===== src/rtl/seg7_disp_sched.sv =====
// Round-robin display-source scheduler feeding the 8-digit seven-segment scan driver.
// Optional macro SEG7_DISP_LIVE_EN: refresh the shown page every cycle instead of snapshotting.
module seg7_disp_sched #(
  parameter int unsigned NSRC     = 4,
  parameter int unsigned SW       = 2,
  parameter int unsigned DWELL    = 50_000_000,
  parameter int unsigned BLANK    = 1000,
  parameter int unsigned PRI_HOLD = 100_000_000
) (
  input  logic               clk,
  input  logic               rst,
  input  logic [NSRC-1:0]    src_valid,
  input  logic [64*NSRC-1:0] src_data,
  input  logic [NSRC-1:0]    src_mode,
  input  logic               pause,
  input  logic               step,
  input  logic               pri_req,
  input  logic [63:0]        pri_data,
  input  logic               pri_mode,
  output logic               pri_ack,
  output logic [63:0]        disp_data,
  output logic               disp_mode,
  output logic [SW-1:0]      cur_src,
  output logic               page_tick
);

  localparam logic [63:0] BlankData = 64'hFFFF_FFFF_FFFF_FFFF;

  typedef enum logic [1:0] {StIdle, StShow, StBlank, StPri} state_e;

  state_e      state_q, state_d;
  logic [SW-1:0] cur_src_q, cur_src_d;
  logic [63:0] disp_data_q, disp_data_d;
  logic        disp_mode_q, disp_mode_d;
  logic        pri_ack_q, pri_ack_d;
  logic        page_tick_q, page_tick_d;
  logic [31:0] dwell_cnt_q, dwell_cnt_d;
  logic [31:0] blank_cnt_q, blank_cnt_d;
  logic [31:0] hold_cnt_q, hold_cnt_d;

  logic [63:0] src_page [NSRC];

  for (genvar g = 0; g < NSRC; g++) begin : g_page
    assign src_page[g] = src_data[64*g +: 64];
  end

  // Source search: lowest valid index from IDLE, or first valid after cur_src (wrapping to itself).
  logic          hit_idle, hit_next;
  logic [SW-1:0] sel_idle, sel_next, scan_idx;

  always_comb begin
    hit_idle = 1'b0;
    sel_idle = '0;
    for (int unsigned k = NSRC; k >= 1; k--) begin
      if (src_valid[SW'(k - 1)]) begin
        hit_idle = 1'b1;
        sel_idle = SW'(k - 1);
      end
    end
    hit_next = 1'b0;
    sel_next = cur_src_q;
    scan_idx = '0;
    for (int unsigned k = NSRC; k >= 1; k--) begin
      scan_idx = SW'((32'(cur_src_q) + k) % NSRC);
      if (src_valid[scan_idx]) begin
        hit_next = 1'b1;
        sel_next = scan_idx;
      end
    end
  end

  logic          go_show, go_blank, go_pri, go_idle;
  logic [SW-1:0] show_idx;

  always_comb begin
    state_d     = state_q;
    cur_src_d   = cur_src_q;
    disp_data_d = disp_data_q;
    disp_mode_d = disp_mode_q;
    pri_ack_d   = 1'b0;
    page_tick_d = 1'b0;
    dwell_cnt_d = dwell_cnt_q;
    blank_cnt_d = blank_cnt_q;
    hold_cnt_d  = hold_cnt_q;
    go_show     = 1'b0;
    go_blank    = 1'b0;
    go_pri      = 1'b0;
    go_idle     = 1'b0;
    show_idx    = cur_src_q;

    unique case (state_q)
      StIdle: begin
        if (pri_req) begin
          go_pri = 1'b1;
        end else if (hit_idle) begin
          go_show  = 1'b1;
          show_idx = sel_idle;
        end
      end
      StShow: begin
        if (pri_req) begin
          go_pri = 1'b1;
        end else if (!src_valid[cur_src_q] || step) begin
          go_blank = 1'b1;
        end else begin
          if (!pause) begin
            if (dwell_cnt_q == DWELL - 1) begin
              go_blank = 1'b1;
            end else begin
              dwell_cnt_d = dwell_cnt_q + 32'd1;
            end
          end
`ifdef SEG7_DISP_LIVE_EN
          disp_data_d = src_page[cur_src_q];
          disp_mode_d = src_mode[cur_src_q];
`endif
        end
      end
      StBlank: begin
        if (pri_req) begin
          go_pri = 1'b1;
        end else if (blank_cnt_q == BLANK - 1) begin
          if (hit_next) begin
            go_show  = 1'b1;
            show_idx = sel_next;
          end else begin
            go_idle = 1'b1;
          end
        end else begin
          blank_cnt_d = blank_cnt_q + 32'd1;
        end
      end
      StPri: begin
        if (hold_cnt_q == PRI_HOLD - 1) begin
          if (pri_req) begin
            go_pri = 1'b1;
          end else begin
            go_blank = 1'b1;
          end
        end else begin
          hold_cnt_d = hold_cnt_q + 32'd1;
        end
      end
      default: state_d = StIdle;
    endcase

    if (go_pri) begin
      state_d     = StPri;
      disp_data_d = pri_data;
      disp_mode_d = pri_mode;
      pri_ack_d   = 1'b1;
      hold_cnt_d  = '0;
    end else if (go_show) begin
      state_d     = StShow;
      cur_src_d   = show_idx;
      disp_data_d = src_page[show_idx];
      disp_mode_d = src_mode[show_idx];
      page_tick_d = 1'b1;
      dwell_cnt_d = '0;
    end else if (go_blank) begin
      state_d     = StBlank;
      disp_data_d = BlankData;
      disp_mode_d = 1'b1;
      blank_cnt_d = '0;
    end else if (go_idle) begin
      state_d     = StIdle;
      disp_data_d = BlankData;
      disp_mode_d = 1'b1;
    end
  end

  always_ff @(posedge clk) begin
    if (rst) begin
      state_q     <= StIdle;
      cur_src_q   <= '0;
      disp_data_q <= BlankData;
      disp_mode_q <= 1'b1;
      pri_ack_q   <= 1'b0;
      page_tick_q <= 1'b0;
      dwell_cnt_q <= '0;
      blank_cnt_q <= '0;
      hold_cnt_q  <= '0;
    end else begin
      state_q     <= state_d;
      cur_src_q   <= cur_src_d;
      disp_data_q <= disp_data_d;
      disp_mode_q <= disp_mode_d;
      pri_ack_q   <= pri_ack_d;
      page_tick_q <= page_tick_d;
      dwell_cnt_q <= dwell_cnt_d;
      blank_cnt_q <= blank_cnt_d;
      hold_cnt_q  <= hold_cnt_d;
    end
  end

  assign pri_ack   = pri_ack_q;
  assign disp_data = disp_data_q;
  assign disp_mode = disp_mode_q;
  assign cur_src   = cur_src_q;
  assign page_tick = page_tick_q;

endmodule


===== config.mk =====
export PLATFORM = sky130hd
export DESIGN_NAME = seg7_disp_sched
export DESIGN_NICKNAME = d
export VERILOG_FILES = /design/src/rtl/seg7_disp_sched.sv
export SDC_FILE = /design/constraint.sdc
export NUM_CORES = 1
export LEC_CHECK = 0
export CAP_MARGIN = 20
export CELL_PAD_IN_SITES_DETAIL_PLACEMENT = 1
export CELL_PAD_IN_SITES_GLOBAL_PLACEMENT = 1
export CORE_AREA = 5 5 197 161
export DETAILED_ROUTE_END_ITERATION = 10
export DIE_AREA = 0 0 202 166
export PLACE_DENSITY_LB_ADDON = 0.1
export SLEW_MARGIN = 20
export SYNTH_ARGS = -nofsm -noshare
export SYNTH_HDL_FRONTEND = slang
export SYNTH_SLANG_ARGS = --single-unit

===== constraint.sdc =====
create_clock -name clk -period 6.4 [get_ports clk]
set_input_delay 1.92 -clock clk [delete_from_list [all_inputs] [get_ports clk]]
set_output_delay 1.92 -clock clk [all_outputs]
set_load 0.03 [all_outputs]

Figure 1. Wire density map.
Scale bar: 50 um. The die is cut into 20 by 17 equal tiles; dark blue is low, red is high, scaled to the fullest tile. Values are wire area over tile area, all layers added.
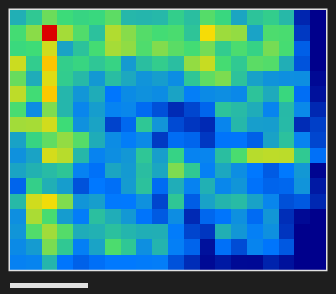
tiles over half the peak	21%
nearly empty tiles	4.4%
emptiest ninth of the die	lower right
Total Routed Length: 45400 um
DR WL/cell: 23.4 um
Vias: 10800

Figure 2. Met3 routing.
Scale bar: 50 um.
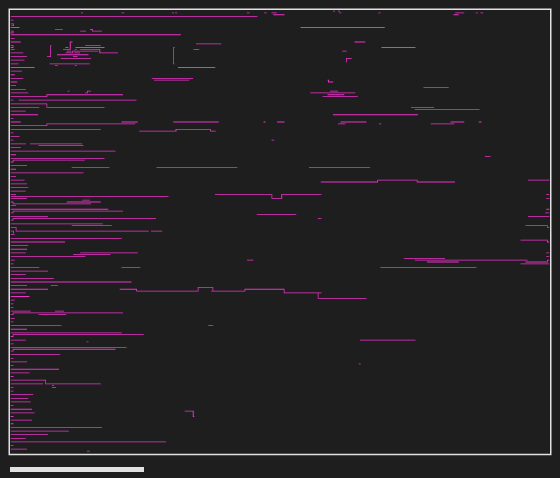
longest straight run	92.0 um
share of all routed wire	6.1%
nets with wire on the layer	196
main direction	horizontal
wire length on this layer	2770 um
GR Util met3: 7.40%

==> impl_metrics.ini <==
; flow metrics
[outcome]
status = completed

[worst_setup_path]
startpoint = src_valid[0]
timing.rr.start = hold_cnt_q[0]$_SDFFE_PP0P_
worstPathArrival_ns = 5.33
critPathRequiredTime_ns = 6.74
cp-end-kind = flop
cp_slowest_cell = nor4_1
cp_max_fo = 41
worstRegToRegCells = 9

[placed_design]
dpl-instance-area_sq_mm = 0.0138
place_hpwl_um = 33000

[detailed_routing]
vias_per_cell = 5.58
first_pass_iters = 4

[timing]
fmax_mhz = 200
slew_headroom_pct = 50.3
tightest_slew_ns = 0.746
min_period_ns = 4.99
rsz0062_at_grt = false
maxSlewViolCount = 0
hold_viol = 0
setup-tns-final_ns = 0

[power_and_ir_drop]
seqPwrFrac_pct = 37.0
power.internal_mw = 2.06
leakage_nw = 5.21
p_switching_mw = 1.01
peakVddDrop_mv = 0.137
pwr-share-clk_pct = 33.6
power_frac_comb_pct = 29.4
totalPowerFinal_mw = 3.07

[layout]
logic_area_sq_mm = 0.00575
syn2layout_area_growth_pct = 50.3
flop_area_sq_mm = 0.00334
finalNetCount = 1873
instances_no_fill = 1942
nFillCells = 3521
layout_top_cell = clkdlybuf4s50_1

[yosys]
ys_seq_share_pct = 34.8
edf_count = 0
ys_area_sq_mm = 0.00960
async_flop_share_pct = 0
synth-seq-cells = 167
yosysUniqueCellTypes = 57
ys_warn_count = 0

[clock_network]
cts_max_path_buffers = 2
cts_resized = 0
h-tree-depth = 4
root_buffer = clkbuf_16
numClockSinks = 167
cts_inserted_buffers = 17

[flow_run]
cap_violations = 0
warnings = 32

[die]
dieArea_sq_mm = 0.0335
rows = 57
die_h_um = 166

[global_routing]
use_met1_pct = 33.5
grtUsageMet2_pct = 41.7
antenna_found_initial = 12
busiest_layer = met2
gr-total-overflow = 0

[hold_path]
hold_class = reg2reg
whs_path_depth = 2
[area by class of cell]
cell class,instances,share of cell area (%)
sequential,167,23.2
timing repair buffer,416,29.0
tap,383,3.32
clock inverter,13,0.850
antenna,10,0.173
clock buffer,19,3.07
inverter,20,0.520
multi-input combinational,914,39.9
[sequential cells by signal, indices dropped and copies added (netlist names)]
name and cells:
pri_ack 1, page_tick 1, dwell_cnt_q 32, disp_data 64, hold_cnt_q 32, state_q 2, disp_mode 1, blank_cnt_q 32
cur_src 2
[power groups by stage]
stage	combinational (mW)	clock (mW)	sequential, mW
2_1_floorplan	0.341	0	1.25
6_report	0.901	1.03	1.14
3_3_place_gp	0.897	0	1.16
3_5_place_dp	0.901	0	1.16
4_1_cts	0.904	1.06	1.14
5_1_grt	0.958	1.10	1.14
[cells in the mapped netlist, types with 3 or more instances]
master / number / share of area [%]
dfxtp_1: 167 / 35
and3_1: 143 / 9.3
a211oi_1: 131 / 10
nor2_1: 111 / 4.3
a21oi_1: 79 / 4.1
o31ai_1: 66 / 5.2
clkbuf_1: 65 / 2.5
o21ai_1: 52 / 2.7
nand2_1: 45 / 1.8
xor2_1: 43 / 3.9
xnor2_1: 39 / 3.6
nand3_1: 36 / 1.9
o21ai_0: 31 / 1.6
buf_2: 27 / 1.4
nor3_1: 22 / 1.1
inv_1: 20 / 0.78
nand4_1: 20 / 1.3
nor4_1: 14 / 0.91
or3_1: 12 / 0.78
nor2b_1: 7 / 0.46
and4_1: 6 / 0.55
buf_1: 6 / 0.23
and2_1: 5 / 0.33
buf_6: 5 / 0.59
nand2b_1: 5 / 0.33
or2_2: 4 / 0.26
or4_1: 4 / 0.31
ha_1: 3 / 0.39
nand4b_1: 3 / 0.27
nor4b_1: 3 / 0.27
[cell families (layout without fill, tap and decap cells)]
group | count (synthesis) | after routing | synth area share, %
xor+xnor | 82 | 82 | 7.48
compound gates | 373 | 373 | 25.1
buf+inv | 126 | 468 | 5.76
fa+ha+maj | 3 | 3 | 0.391
simple gates | 453 | 453 | 26.0
other cells | 0 | 10 | 0
mux | 3 | 3 | 0.443
flops | 167 | 167 | 34.8
[final timing paths]
path,to,slack [ns]
min reg2reg,disp_data[57]$_SDFFE_PP1P_,0.47
max,disp_data[37]$_SDFFE_PP1P_,1.41
max reg2reg,disp_data[53]$_SDFFE_PP1P_,2.87
min,disp_data[57]$_SDFFE_PP1P_,0.47
[layer usage]
| layer | up-vias | part of all wire [%] |
|---|---|---|
| li1 | 5150 | - |
| met1 | 5336 | 43 |
| met4 | 4 | 2.5 |
| met2 | 290 | 48 |
| met3 | 63 | 6.1 |
| met5 | - | 0.071 |
[stage by stage]
step | setup slack (ns) | hold WS, ns | util [%]
final | 1.41 | 0.470 | 48.5
after global routing | 1.27 | 0.494 | 48.5
after CTS | 1.56 | 0.474 | 48.4
after detailed placement | 1.09 | 0.457 | 46.5
after global placement | 1.26 | 0.449 | 46.5
after floorplan | 2.54 | 0.453 | -
[worst reg2reg max path: cells and delay by family, from the launching register on]
kind / cells / cell delay, ns
AND-OR/OR-AND: 4 / 1.56
adder cells (fa/ha/maj): 1 / 0.26
buffers and inverters: 1 / 0.32
flip-flops: 1 / 0.33
AND/OR/NAND/NOR: 3 / 0.96
Power is estimated from default activity; no workload was simulated.
